--- config.mk ---
export PLATFORM = sky130hd
export DESIGN_NAME = game_flow_ctrl
export DESIGN_NICKNAME = d
export VERILOG_FILES = /design/src/rtl/game_flow_ctrl.sv
export SDC_FILE = /design/constraint.sdc
export NUM_CORES = 1
export LEC_CHECK = 0
export ABC_AREA = 1
export CORE_UTILIZATION = 42
export DETAILED_ROUTE_END_ITERATION = 10
export PLACE_DENSITY = 0.65
export SYNTH_ARGS = -nofsm -noshare
export SYNTH_HDL_FRONTEND = slang
export SYNTH_SLANG_ARGS = --single-unit
--- constraint.sdc ---
create_clock -name clk -period 2.3 [get_ports clk]
set_clock_uncertainty 0.1 [all_clocks]
set_input_delay 0.23 -clock clk [delete_from_list [all_inputs] [get_ports clk]]
set_output_delay 0.23 -clock clk [all_outputs]
set_load 0.01 [all_outputs]
--- src/rtl/game_flow_ctrl.sv ---
// Game flow controller: welcome, play, death/respawn, level progression
// and end-of-game states, sequenced on video frame pulses.
module game_flow_ctrl #(
  parameter int unsigned INIT_LIVES   = 3,
  parameter int unsigned DIE_FRAMES   = 60,
  parameter int unsigned LEVEL_FRAMES = 90,
  parameter int unsigned NUM_LEVELS   = 4,
  parameter logic [3:0]  DIE_CODE     = 4'd6
) (
  input  logic       clk,
  input  logic       reset,
  input  logic       startOfFrame,
  input  logic       start_keyN,
  input  logic [3:0] player_state,
  input  logic       goal_reached,
  output logic       player_resetN,
  output logic [2:0] game_state,
  output logic [2:0] lives,
  output logic [2:0] level,
  output logic       game_over,
  output logic       win
);

  typedef enum logic [2:0] {
    S_WELCOME    = 3'd0,
    S_PLAY       = 3'd1,
    S_DYING      = 3'd2,
    S_RESPAWN    = 3'd3,
    S_LEVEL_DONE = 3'd4,
    S_GAME_OVER  = 3'd5,
    S_WIN        = 3'd6
  } state_e;

  localparam logic [2:0] INIT_L     = 3'(INIT_LIVES);
  localparam logic [2:0] LAST_LEVEL = 3'(NUM_LEVELS - 1);
  localparam logic [6:0] DIE_LAST   = 7'(DIE_FRAMES - 1);
  localparam logic [6:0] LVL_LAST   = 7'(LEVEL_FRAMES - 1);

  state_e     state_q, state_d;
  logic [2:0] lives_q, lives_d;
  logic [2:0] level_q, level_d;
  logic [6:0] frame_cnt_q, frame_cnt_d;
  logic       start_prev_q;
  logic       player_resetN_q, player_resetN_d;
  logic       game_over_q, game_over_d;
  logic       win_q, win_d;
  logic       start_press;

  always_comb begin
    state_d     = state_q;
    lives_d     = lives_q;
    level_d     = level_q;
    frame_cnt_d = frame_cnt_q;
    start_press = !start_keyN && start_prev_q;
    case (state_q)
      S_WELCOME: begin
        if (start_press) state_d = S_PLAY;
      end
      S_PLAY: begin
        // Death takes priority over reaching the goal
        if (player_state == DIE_CODE) begin
          state_d     = S_DYING;
          lives_d     = (lives_q == 3'd0) ? 3'd0 : 3'(lives_q - 3'd1);
          frame_cnt_d = 7'd0;
        end else if (goal_reached) begin
          state_d     = S_LEVEL_DONE;
          frame_cnt_d = 7'd0;
        end
      end
      S_DYING: begin
        if (startOfFrame) begin
          if (frame_cnt_q == DIE_LAST)
            state_d = (lives_q == 3'd0) ? S_GAME_OVER : S_RESPAWN;
          else
            frame_cnt_d = 7'(frame_cnt_q + 7'd1);
        end
      end
      S_LEVEL_DONE: begin
        if (startOfFrame) begin
          if (frame_cnt_q == LVL_LAST) begin
            if (level_q == LAST_LEVEL) begin
              state_d = S_WIN;
            end else begin
              level_d = 3'(level_q + 3'd1);
              state_d = S_RESPAWN;
            end
          end else begin
            frame_cnt_d = 7'(frame_cnt_q + 7'd1);
          end
        end
      end
      S_RESPAWN: state_d = S_PLAY;
      S_GAME_OVER, S_WIN: begin
        if (start_press) begin
          lives_d = INIT_L;
          level_d = 3'd0;
          state_d = S_WELCOME;
        end
      end
      default: state_d = S_WELCOME;
    endcase
    player_resetN_d = (state_d == S_PLAY) || (state_d == S_DYING) ||
                      (state_d == S_LEVEL_DONE);
    game_over_d     = (state_d == S_GAME_OVER);
    win_d           = (state_d == S_WIN);
  end

  always_ff @(posedge clk) begin
    if (reset) begin
      state_q         <= S_WELCOME;
      lives_q         <= INIT_L;
      level_q         <= 3'd0;
      frame_cnt_q     <= 7'd0;
      start_prev_q    <= 1'b1;
      player_resetN_q <= 1'b0;
      game_over_q     <= 1'b0;
      win_q           <= 1'b0;
    end else begin
      state_q         <= state_d;
      lives_q         <= lives_d;
      level_q         <= level_d;
      frame_cnt_q     <= frame_cnt_d;
      start_prev_q    <= start_keyN;
      player_resetN_q <= player_resetN_d;
      game_over_q     <= game_over_d;
      win_q           <= win_d;
    end
  end

  assign game_state    = state_q;
  assign lives         = lives_q;
  assign level         = level_q;
  assign player_resetN = player_resetN_q;
  assign game_over     = game_over_q;
  assign win           = win_q;

endmodule
Placed standard cells:
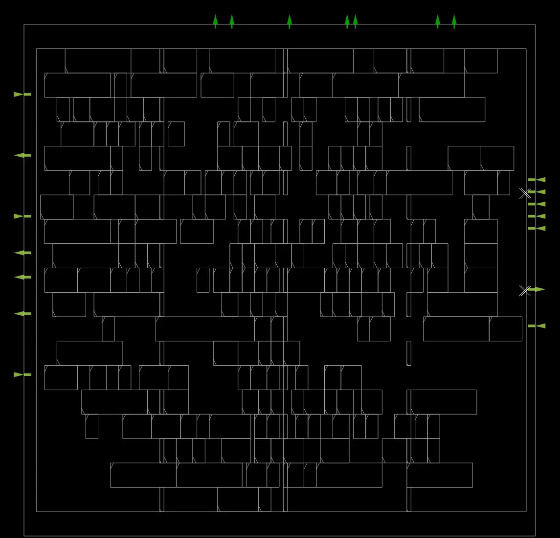
final design utilization: 0.551
sequential share of cell area: 0.257
FP Rows: 19
FF+latch count: 20

Clock network drawn from the DEF:
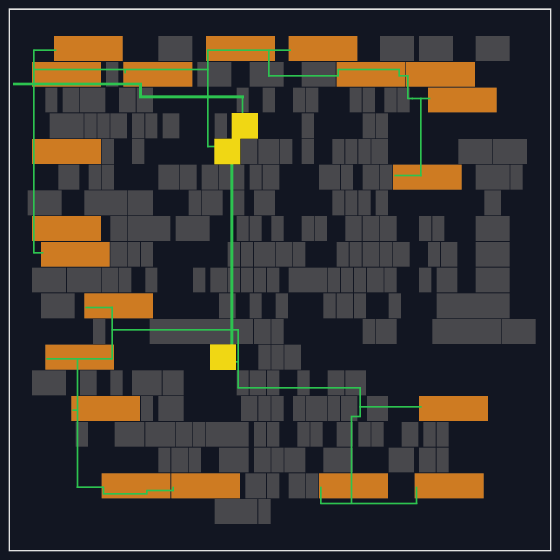
Yellow shows cells driving clock nets, count 3. Green shows clock wires, length 263 um. Orange shows flip-flops, count 20.
There are 4 routed clock nets. Position of the flops: widely spread.

## critical path: stages (launching register included)
cell,delay (ns)
dfxtp_1,0.45
ha_1,0.30
nand3_1,0.12
nor2_2,0.20
nand2_1,0.08
nand2_1,0.06
nor2_1,0.04
nand2_1,0.09
inv_2,0.05
nand2_1,0.09
clkinv_1,0.06
nor2_1,0.10
nor2_1,0.05
## power groups by stage
stage	Clock, mW	Sequential, mW	Combinational, mW
after floorplan	0	0.389	0.102
after CTS	0.301	0.380	0.161
after global routing	0.319	0.383	0.180
final	0.290	0.379	0.161
after detailed placement	0	0.387	0.160
after global placement	0	0.386	0.160
## final cells by class
cell class / instances / share of cell area
timing repair buffer: 20 / 0.128
tap: 31 / 0.0249
inverter: 33 / 0.0795
clock buffer: 3 / 0.0144
clock inverter: 1 / 0.0193
sequential: 20 / 0.257
multi-input combinational: 142 / 0.477
## how the worst max path moves through the flow
stage               slack (ns)            end           start
floorplan                 0.64  player_resetN  frame_cnt_q[0]
global placement          0.43  player_resetN    startOfFrame
detailed placement        0.43  player_resetN    startOfFrame
CTS                       0.44  player_resetN  frame_cnt_q[0]
global route              0.21  player_resetN  frame_cnt_q[0]
finish                    0.42  player_resetN  frame_cnt_q[0]
## metrics by stage
| stage | worst slack (ns) | util | instances |
|---|---|---|---|
| floorplan | 0.642 | - | 197 |
| global placement | 0.429 | 0.533 | 246 |
| detailed placement | 0.427 | 0.533 | 246 |
| CTS | 0.443 | 0.551 | 250 |
| global route | 0.211 | 0.551 | 250 |
| finish | 0.423 | 0.551 | 250 |
## state kept, by name, summed over array words and instances, names as in the netlist
signal / flops
player_resetN: 1
lives: 3
game_over: 1
win: 1
game_state: 3
start_prev_q: 1
frame_cnt_q: 7
level: 3
==> out/results.tsv <==
stage	metric	value	unit
run_status	outcome	finished with violations	
run_status	violations	DRC	
timing	slew_headroom	0.706	
critical_path	cp-start-kind	flop	
critical_path	critPathMaxFanout	6	
clock_network	clockRootBuffer	clkbuf_4	
cells_and_area	diodes	0	
floorplan	fp-utilization	0.451	
timing	maxSlewViolCount	0	
synthesis	synthTopLogicFamily	simple AND/OR/NAND/NOR gates	
grt	grt_max_degree	13	
synthesis	yosys_warnings	0	
worst_hold_path	hold_depth	2	
place	dpl_cell_area	1510	um2
critical_path	worstPathRequired	2.41	ns
synthesis	ys_types	27	
synthesis	ys_chip_area	1280	um2
timing	finalCriticalPeriod	1.88	ns
synthesis	async_reset_ff_frac	0	
job	warning_count	27	
grt	first_global_vias	1121	
pwr	pwr-share-seq	0.457	
timing	whs	0.393	ns
timing	final_hold_viol_count	0	
timing	fin_setup_tns	0	ns
drt	routed_wl	2850	um
pwr	internal-power	608	uW
place	portBuffers	20	
timing	min_period_over_period	0.816	
synthesis	yosysMostFrequentCell	nand2_1	
synthesis	syn_area	1280	um2
grt	overflow	0	
synthesis	edf_count	0	
clock_network	cts.sinks	20	
synthesis	postSynthNetCount	210	
floorplan	die_y	57.1	um
timing	rsz0062_at_grt	false	
synthesis	yosys-stat-cells	197	
drt	met1_length	1490	um
synthesis	synthCells	197	
synthesis	yosys.area.top_type_share	0.314	
cells_and_area	nets	233	
synthesis	synth-simple-area-share	0.418	
floorplan	io_pins	21	
cells_and_area	fin_area	1560	um2
clock_network	cts.clk_slew.worst_paths	0.12	ns
critical_path	rr_worst_depth	12	
clock_network	clock_latency	0.30	ns
pwr	swShare	0.268	
pwr	ir_drop	0.456	mV
grt	grtUsageMet3	0.0249	
cells_and_area	final_layout_top_logic_cells	nand2_1 (46), inv_1 (28), nand3_1 (24), nor2_1 (24)	
job	drv_cap	0	
cells_and_area	layout_top_cell	nand2_1	
synthesis	synth_area_per_cell	6.48	um2
pwr	power_switching	223	uW
grt	use_met2	0.272	
cells_and_area	comb_area	743	um2
pwr	power.total	831	uW
critical_path	worstPathArrival	1.99	ns
clock_network	clock_path_buffers	2	
pwr	power_frac_comb	0.194	
cells_and_area	synthToLayoutAreaGrowth	22.2	%
synthesis	synthAdderAreaFrac	0.0392	
cells_and_area	drive_above_1_share	0.100	
drt	dr_wl_met3	151	um
timing	fmax	533	MHz
synthesis	ys_sh_mux	0	
worst_hold_path	hold_start	lives[2]	
critical_path	r2r-end	player_resetN	
timing	setup_viol	0	
worst_hold_path	whs_endpoint	lives[2]	
drt	dr_total_vias	1287	
critical_path	worstSetupEndpointType	flop	
grt	antenna_found_initial	0	
drt	viasPerCell	5.15	
timing	tightest_slew	0.440	ns
critical_path	r2r_start	frame_cnt_q[0]	
synthesis	ys.flop_type	dfxtp_1	
synthesis	synthAoiAreaFrac	0.0980	
cells_and_area	seq_area	400	um2
floorplan	coreArea	2830	um2
clock_network	postCtsSetupRepairBufs	0	
worst_hold_path	hold_path_class	flop to flop	
grt	grt_pass1_wl	5040	um
synthesis	synthTopCellsByCount	nand2_1 (46), inv_1 (28), nand3_1 (24), nor2_1 (24), dfxtp_1 (20)	
clock_network	cts_hold_buf	0	
grt	gr-usage-met1	0.307	
clock_network	cts_tree	yes	
pwr	power_density	533	nW/um2
drt	drt-wirelength-per-cell	11.4	um
floorplan	die_x	57.1	um
drt	drc_errors	4	
synthesis	synth.area.top_cells	dfxtp_1 (31%), nand2_1 (14%), nand3_1 (9.4%)	
clock_network	cts-htree-levels	1	
pwr	clkPwrFrac	0.349	
synthesis	ys_seq_share	0.314	
drt	dr_wl_met2	1190	um
drt	route.top_layer_used	met4	
drt	ant_nets	0	
critical_path	r2r_slack	0.42	ns
place	place.gp.congestion	0.898	
floorplan	chipArea	3260	um2
pwr	leakagePower	0.687	nW
synthesis	ys_seq_elements	20	
synthesis	top_area_cell	dfxtp_1	
drt	dr.pass1.iters	7	
drt	first_iter_violations	41	
Power and IR drop assume default switching activity.
